run_1/wires.png
The bar under the picture is 20 microns long. Two of the layers only.
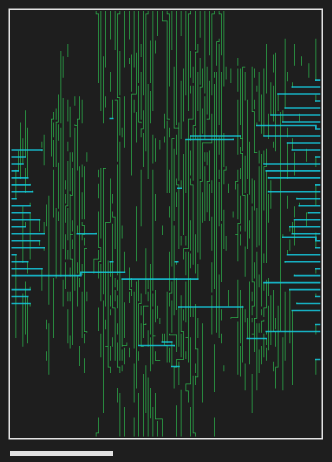
run_1/layer_met1.png
The bar under the picture is 20 microns long. Supply wires on this layer in grey.
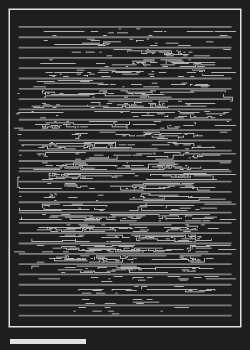
run_1/placement_by_type.png
Fill, decap, tap and diode cells in grey.
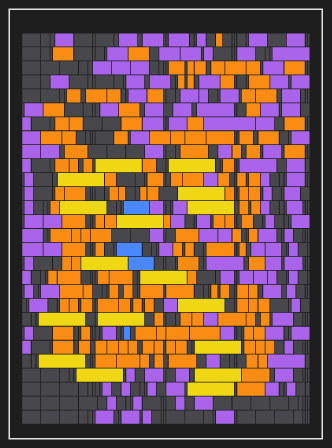
[src/rtl/wb_port_scheduler_pkg.sv]
// Shared write-back pipeline definitions: datapath sizes, MEM/WB regwrite bit
// positions and the write-back scheduler state encoding.
package wb_port_scheduler_pkg;

    localparam int PKG_DW = 16;
    localparam int PKG_AW = 4;

    localparam logic [3:0] HI_REG_DEF = 4'd15;

    localparam int RW_PRI    = 0;
    localparam int RW_MEMSEL = 1;
    localparam int RW_HI     = 2;

    typedef enum logic {
        PRI = 1'b0,
        SEC = 1'b1
    } wb_state_e;

endpackage

[src/rtl/wb_port_scheduler_if.sv]
// Bundle between MEM/WB, the write-back scheduler, the register-file write port
// and the execute-stage bypass.
interface wb_port_scheduler_if #(
    parameter int DW = 16,
    parameter int AW = 4
);
    logic [2:0]    in_regwrite;
    logic [AW-1:0] in_dst;
    logic [DW-1:0] in_alu;
    logic [DW-1:0] in_mem;
    logic [DW-1:0] in_hi;
    logic          flush;

    logic          rf_we;
    logic [AW-1:0] rf_waddr;
    logic [DW-1:0] rf_wdata;
    logic          stall;
    logic          fwd_valid;
    logic [AW-1:0] fwd_addr;
    logic [DW-1:0] fwd_data;
    logic          busy;

    modport master (
        output in_regwrite, in_dst, in_alu, in_mem, in_hi, flush,
        input  rf_we, rf_waddr, rf_wdata, stall,
        input  fwd_valid, fwd_addr, fwd_data, busy
    );

    modport slave (
        input  in_regwrite, in_dst, in_alu, in_mem, in_hi, flush,
        output rf_we, rf_waddr, rf_wdata, stall,
        output fwd_valid, fwd_addr, fwd_data, busy
    );
endinterface

[src/rtl/wb_port_scheduler.sv]
// Write-back port scheduler: commits single writes in one cycle and splits
// dual-destination results over two cycles while holding the pipeline.
module wb_port_scheduler
    import wb_port_scheduler_pkg::*;
#(
    parameter int            DW     = PKG_DW,
    parameter int            AW     = PKG_AW,
    parameter logic [AW-1:0] HI_REG = AW'(HI_REG_DEF)
) (
    input  logic               clk,
    input  logic               reset,
    wb_port_scheduler_if.slave bus
);

    wb_state_e     state_q, state_d;
    logic [DW-1:0] hi_q, hi_d;
    logic [15:0]   dual_cnt_q, dual_cnt_d;

    logic          wr_en;
    logic [AW-1:0] wr_addr;
    logic [DW-1:0] wr_data;
    logic          stall_c;
    logic          go_sec;

    logic rw_pri, rw_mem, rw_hi;

    assign rw_pri = bus.in_regwrite[RW_PRI];
    assign rw_mem = bus.in_regwrite[RW_MEMSEL];
    assign rw_hi  = bus.in_regwrite[RW_HI];

    always_comb begin
        wr_en   = 1'b0;
        wr_addr = '0;
        wr_data = '0;
        stall_c = 1'b0;
        go_sec  = 1'b0;

        if (state_q == SEC) begin
            // A flush here only drops the deferred high write; the primary already committed.
            if (!bus.flush) begin
                wr_en   = 1'b1;
                wr_addr = HI_REG;
                wr_data = hi_q;
            end
        end else if (rw_hi && (!rw_pri || bus.in_dst == HI_REG)) begin
            // Primary aimed at HI_REG is superseded by the high result.
            wr_en   = 1'b1;
            wr_addr = HI_REG;
            wr_data = bus.in_hi;
        end else if (rw_pri) begin
            wr_en   = 1'b1;
            wr_addr = bus.in_dst;
            wr_data = rw_mem ? bus.in_mem : bus.in_alu;
            if (rw_hi) begin
                stall_c = 1'b1;
                go_sec  = 1'b1;
            end
        end
    end

    always_comb begin
        state_d    = go_sec ? SEC : PRI;
        hi_d       = go_sec ? bus.in_hi : hi_q;
        dual_cnt_d = dual_cnt_q;
        if (go_sec && dual_cnt_q != 16'hFFFF) begin
            dual_cnt_d = dual_cnt_q + 16'd1;
        end
    end

    always_ff @(posedge clk or negedge reset) begin
        if (!reset) begin
            state_q    <= PRI;
            hi_q       <= '0;
            dual_cnt_q <= '0;
        end else begin
            state_q    <= state_d;
            hi_q       <= hi_d;
            dual_cnt_q <= dual_cnt_d;
        end
    end

    // Outputs are combinational from MEM/WB, so gate them while reset is held.
    assign bus.rf_we     = reset & wr_en;
    assign bus.rf_waddr  = reset ? wr_addr : '0;
    assign bus.rf_wdata  = reset ? wr_data : '0;
    assign bus.stall     = reset & stall_c;
    assign bus.busy      = reset & (state_q == SEC);

    assign bus.fwd_valid = bus.rf_we;
    assign bus.fwd_addr  = bus.rf_waddr;
    assign bus.fwd_data  = bus.rf_wdata;

endmodule

[src/flat_wrapper.sv]
// flat-port wrapper written by rule: the top's interface ports become plain ports
module wb_port_scheduler_flat import wb_port_scheduler_pkg::*;
#(
    parameter int            DW     = PKG_DW,
    parameter int            AW     = PKG_AW,
    parameter logic [AW-1:0] HI_REG = AW'(HI_REG_DEF)
)
  (clk, reset, bus_in_regwrite, bus_in_dst, bus_in_alu, bus_in_mem, bus_in_hi, bus_flush, bus_rf_we, bus_rf_waddr, bus_rf_wdata, bus_stall, bus_fwd_valid, bus_fwd_addr, bus_fwd_data, bus_busy);
  wb_port_scheduler_if #(.DW(DW), .AW(AW)) bus_i ();
  input  logic clk;
  input  logic reset;
  input wire logic [$bits(bus_i.in_regwrite)-1:0] bus_in_regwrite;
  input wire logic [$bits(bus_i.in_dst)-1:0] bus_in_dst;
  input wire logic [$bits(bus_i.in_alu)-1:0] bus_in_alu;
  input wire logic [$bits(bus_i.in_mem)-1:0] bus_in_mem;
  input wire logic [$bits(bus_i.in_hi)-1:0] bus_in_hi;
  input wire logic [$bits(bus_i.flush)-1:0] bus_flush;
  output wire logic [$bits(bus_i.rf_we)-1:0] bus_rf_we;
  output wire logic [$bits(bus_i.rf_waddr)-1:0] bus_rf_waddr;
  output wire logic [$bits(bus_i.rf_wdata)-1:0] bus_rf_wdata;
  output wire logic [$bits(bus_i.stall)-1:0] bus_stall;
  output wire logic [$bits(bus_i.fwd_valid)-1:0] bus_fwd_valid;
  output wire logic [$bits(bus_i.fwd_addr)-1:0] bus_fwd_addr;
  output wire logic [$bits(bus_i.fwd_data)-1:0] bus_fwd_data;
  output wire logic [$bits(bus_i.busy)-1:0] bus_busy;
  assign bus_i.in_regwrite = bus_in_regwrite;
  assign bus_i.in_dst = bus_in_dst;
  assign bus_i.in_alu = bus_in_alu;
  assign bus_i.in_mem = bus_in_mem;
  assign bus_i.in_hi = bus_in_hi;
  assign bus_i.flush = bus_flush;
  assign bus_rf_we = bus_i.rf_we;
  assign bus_rf_waddr = bus_i.rf_waddr;
  assign bus_rf_wdata = bus_i.rf_wdata;
  assign bus_stall = bus_i.stall;
  assign bus_fwd_valid = bus_i.fwd_valid;
  assign bus_fwd_addr = bus_i.fwd_addr;
  assign bus_fwd_data = bus_i.fwd_data;
  assign bus_busy = bus_i.busy;
  wb_port_scheduler #(.DW(DW), .AW(AW), .HI_REG(HI_REG)) u_core (.clk(clk), .reset(reset), .bus(bus_i));
endmodule
[config.mk]
export PLATFORM = sky130hd
export DESIGN_NAME = wb_port_scheduler_flat
export DESIGN_NICKNAME = d
export VERILOG_FILES = /design/src/rtl/wb_port_scheduler_pkg.sv /design/src/rtl/wb_port_scheduler_if.sv /design/src/rtl/wb_port_scheduler.sv /design/src/flat_wrapper.sv
export SDC_FILE = /design/constraint.sdc
export NUM_CORES = 1
export LEC_CHECK = 0
export CAP_MARGIN = 20
export CORE_ASPECT_RATIO = 1.4
export CORE_MARGIN = 2
export CORE_UTILIZATION = 39
export DETAILED_ROUTE_END_ITERATION = 8
export PLACE_DENSITY = 0.92
export SYNTH_ARGS = -nofsm -noshare
export SYNTH_HDL_FRONTEND = slang
export SYNTH_SLANG_ARGS = --single-unit
[constraint.sdc]
create_clock -name clk -period 2.3 [get_ports clk]
set_clock_uncertainty 0.05 [all_clocks]
set_input_delay 0.46 -clock clk [delete_from_list [all_inputs] [get_ports clk]]
set_output_delay 0.46 -clock clk [all_outputs]
set_load 0.02 [all_outputs]
==> run_results.csv, run 1 <==
group,metric,value,unit
worst_setup_path,crit_type,"input pin to primary output",
synth,ys.flops,17,
cts,cts_tree,"done",
synth,yosysWarningCount,0,
cts,ctsLongestPathBuffers,2,
detailed_routing,drc,0,
outcome,status,"finished clean",
synth,yosysUniqueCellTypes,23,
job,maxCapViolCount,0,
synth,ys.flop_type,"dfrtp_1",
cells_and_area,seq_area,425,sq um
sta,slew_violations,0,
cells_and_area,drive_gt1_share,42.5,%
cells_and_area,fin_cells,359,
cells_and_area,nFillCells,384,
job,warnings,28,
synth,yosys_cells,207,
power,finalPower,1.21,mW
synth,ys_seq_share,24.3,%
synth,async_flop_share,100,%
floorplan,die_w,60.7,microns
floorplan,io_pins,102,
floorplan,die_area,0.00506,sq mm
place,pre_cts_ws,-609,ps
power,power_density,424,mW/mm^2
sta,hold_viol_final,0,
detailed_routing,ant_nets,0,
-- wires.png (at the start) --
layer	colour	wire length
metal 2	green	3440 microns
metal 3	cyan	369 microns
Via Count: 1958
total global-route track usage: 24.5%
Routed wire per std cell: 17.3 microns
Routed Wire Length: 6.22 mm

-- layer_met1.png (at the start) --
nets with wire on the layer	290
wire length on this layer	2370 microns
grt met1 use: 29.7%

-- placement_by_type.png (at the start) --
class	colour	cells	share of their area
combinational and other logic	orange	151	42%
sequential cells	yellow	17	15%
clock drivers and dummy loads	blue	4	1.6%
remaining buffers and delay cells	purple	127	41%
Final Util: 66.6%
sequential share of cell area: 15.0%

==> run 1: registers in the layout, indices dropped and copies added (netlist names) <==
name,flops
u_core.state_q,1
u_core.hi_q,16
==> run 1: layer usage <==
layer  GRT usage [%]  vias up  part of all wire, %
li1                -      935                    -
met1            29.7      938                   38
met2            45.8       81                   55
met3            1.56        4                  5.9
met4            3.95        0                 0.68
met5               0        -                    0
==> run 1: final timing paths <==
path / start / end / slack [ps] / cells after the start
hold / removal: u_core.hi_q[13]$_DFFE_PN0P_ / u_core.hi_q[13]$_DFFE_PN0P_ / 450 / 1
setup / recovery: bus_in_dst[3] / bus_fwd_data[6] / 30 / 6
setup reg to reg: u_core.state_q$_DFF_PN0_ / u_core.hi_q[11]$_DFFE_PN0P_ / 690 / 4
min in group asynchronous: reset / u_core.hi_q[9]$_DFFE_PN0P_ / 510 / 2
hold reg to reg: u_core.hi_q[13]$_DFFE_PN0P_ / u_core.hi_q[13]$_DFFE_PN0P_ / 450 / 1
max in group asynchronous: reset / u_core.hi_q[7]$_DFFE_PN0P_ / 1420 / 3
==> run 1: worst max-delay path: stages <==
cell             delay (ps)
clkdlybuf4s15_1         260
nand4_1                 180
buf_12                  190
o211ai_1                320
a31oi_2                 160
buf_2                   180
==> run 1: layout make-up <==
type                       instances  area share (%)
inverter                           2           0.264
clock buffer                       4            1.58
tap                               60            2.64
timing repair buffer             127            39.8
sequential                        17            15.0
multi-input combinational        149            40.7
==> run 1: what timing repair did <==
item                       4_1_cts  5_1_grt
setup buffers                    1        0
cloned                           2        0
pin swaps                       12        2
setup endpoints to repair       44       31
resized                        157       36
hold buffers                     0        0
==> run 1: cells by family (layout without fill, tap and decap cells) <==
| logic type | Yosys count | in the layout | synth area share [%] |
|---|---|---|---|
| buf+inv | 42 | 133 | 15.2 |
| mux | 32 | 32 | 22.3 |
| flops | 17 | 17 | 24.3 |
| simple gates | 48 | 49 | 15.5 |
| compound gates | 68 | 68 | 22.8 |
==> run 1: cells in the mapped netlist, types with 2 or more instances <==
library cell / count / area share (%)
a21oi_1: 20 / 5.7
nor2_1: 2 / 0.43
dfrtp_1: 17 / 24
nand3_1: 16 / 4.6
mux2_2: 24 / 15
clkbuf_1: 11 / 2.4
inv_1: 2 / 0.43
o211ai_1: 16 / 6.8
buf_4: 21 / 9.0
nand2_1: 7 / 1.5
mux2_4: 8 / 6.8
buf_2: 5 / 1.4
nor2b_1: 17 / 6.1
a31oi_1: 16 / 5.7
and2_1: 2 / 0.71
o21ai_0: 16 / 4.6
==> run 1: report_power, final <==
| part | internal (mW) | switching, mW | total (mW) |
|---|---|---|---|
| sequential | 0.354 | 0.0267 | 0.381 |
| combinational | 0.317 | 0.286 | 0.602 |
| clock | 0.123 | 0.101 | 0.223 |
| total | 0.793 | 0.413 | 1.21 |
==> run 2, diff against run 1 <==
CTS_CLUSTER_SIZE = 24   (was unset)
==> run 2 against run 1 <==
Sequential share of layout area unchanged; sequential power hardly changed; synthesized cell count unchanged; maximum frequency did not move; area after synthesis is the same; utilization unchanged.
==> run_results.csv, run 2 <==
group,metric,value,unit
synth,common_cells,"mux2_2, buf_4, a21oi_1, dfrtp_1, nor2b_1",
floorplan,die_w,60.7,microns
power,power_density,424,mW/mm^2
synth,yosysTopAreaCellShare,24.3,%
worst_setup_path,crit_type,"input pin to primary output",
detailed_routing,wirelength,6.22,mm
synth,synth_top_cell_by_count,"mux2_2",
outcome,status,"finished clean",
worst_setup_path,reg2reg_from,"u_core.state_q$_DFF_PN0_",
detailed_routing,ant_nets,0,
synth,yosys_cells,207,
power,power_frac_clock,18.5,%
synth,yosysWarningCount,0,
sta,finalCriticalPeriod,2270,ps
synth,synth.cell_area,0.00175,sq mm
synth,async_flop_share,100,%
power,p_comb_share,49.9,%
synth,yosysUniqueCellTypes,23,
job,warnings,28,
worst_hold_path,min_from,"u_core.hi_q[13]$_DFFE_PN0P_",
cells_and_area,reg_top3,"u_core.hi_q (16), u_core.state_q (1)",
job,maxCapViolCount,0,
detailed_routing,drc,0,
global_routing,track_usage,24.5,%
synth,ys.flop_type,"dfrtp_1",
power,swShare,34.2,%
cts,cts_tree,"done",
worst_setup_path,crit_path_end_kind,"primary output",
cts,ctsLongestPathBuffers,2,
cells_and_area,seq_area,425,sq um
power,internal_power,0.793,mW
worst_setup_path,crit_start,"bus_in_dst[3]",
cells_and_area,largest_register_ffs,16,
floorplan,die_area,0.00506,sq mm
sta,hold_viol_final,0,
sta,slew_violations,0,
power,net-switching-power,0.413,mW
cells_and_area,regMostFlops,"u_core.hi_q",
synth,ys.flops,17,
synth,ys_seq_share,24.3,%
synth,area_leaders,"dfrtp_1, mux2_2, buf_4",
power,p_seq_share,31.6,%
detailed_routing,wl_per_cell,17.3,microns
[run 2: through the flow]
step	std cells	worst slack, ps	utilization, %	power, mW
2_1_floorplan	207	46.9	-	0.744
3_3_place_gp	352	-555	67.5	1.00
3_5_place_dp	352	-609	67.5	1.02
4_1_cts	359	-62.5	68.4	1.21
5_1_grt	359	-83.7	66.6	1.27
6_report	359	27.2	66.6	1.21
[run 2: path summary, 6_finish.rpt]
path	slack, ps	to	depth (start not counted)
worst max-delay path	30	bus_fwd_data[6]	6
worst min-delay path	450	u_core.hi_q[13]$_DFFE_PN0P_	1
worst max register to register	690	u_core.hi_q[11]$_DFFE_PN0P_	4
worst min register to register	450	u_core.hi_q[13]$_DFFE_PN0P_	1
max in group asynchronous	1420	u_core.hi_q[7]$_DFFE_PN0P_	3
min in group asynchronous	510	u_core.hi_q[9]$_DFFE_PN0P_	2
[run 2: critical path, stage by stage]
cell and delay (ps):
clkdlybuf4s15_1 260, nand4_1 180, buf_12 190, o211ai_1 320, a31oi_2 160, buf_2 180
[run 2: logic make-up after synthesis]
| group | synth area share (%) |
|---|---|
| flops | 24.3 |
| simple gates | 15.5 |
| compound gates | 22.8 |
| mux | 22.3 |
| buf+inv | 15.2 |
[run 2: cell type report]
cell class                      count  area share [%]
Sequential cell                    17            15.0
Tap cell                           60            2.64
Inverter                            2           0.264
Timing Repair Buffer              127            39.8
Clock buffer                        4            1.58
Multi-Input combinational cell    149            40.7
[run 2: per-layer routing]
layer	up-vias	global-route usage, %	part of all wire [%]
li1	935	-	-
met1	938	29.7	38
met2	81	45.8	55
met3	4	1.56	5.9
met4	0	3.95	0.68
met5	-	0	0
[run 2: timing repair]
action / CTS / global route
hold endpoints to repair: 0 / 0
setup buffers: 1 / 0
cloned: 2 / 0
gates resized: 157 / 36
setup endpoints to repair: 44 / 31
pin swaps: 12 / 2
[run 2: power groups by stage]
stage / clock (mW) / combinational, mW / sequential [mW]
finish: 0.223 / 0.602 / 0.381
global route: 0.239 / 0.644 / 0.386
CTS: 0.225 / 0.610 / 0.379
detailed placement: 0 / 0.635 / 0.384
global placement: 0 / 0.623 / 0.380
floorplan: 0 / 0.367 / 0.377
run_2/layer_met1.png
The bar under the picture is 20 microns long. Supply wires on this layer in grey.
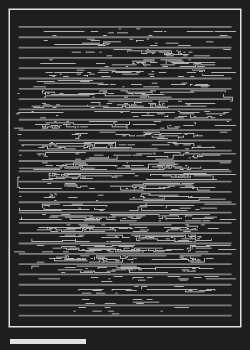
wire length on this layer	2370 microns
longest straight run	24.4 microns
share of all routed wire	38%
main direction	horizontal

run_2/placement.png
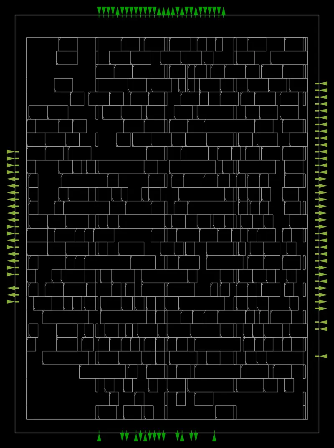
Finished Layout Cells: 359
Core Area: 0.00427 sq mm
fillers: 384
row cnt: 28

No activity file was given, so power comes from the tool's default toggle rates.
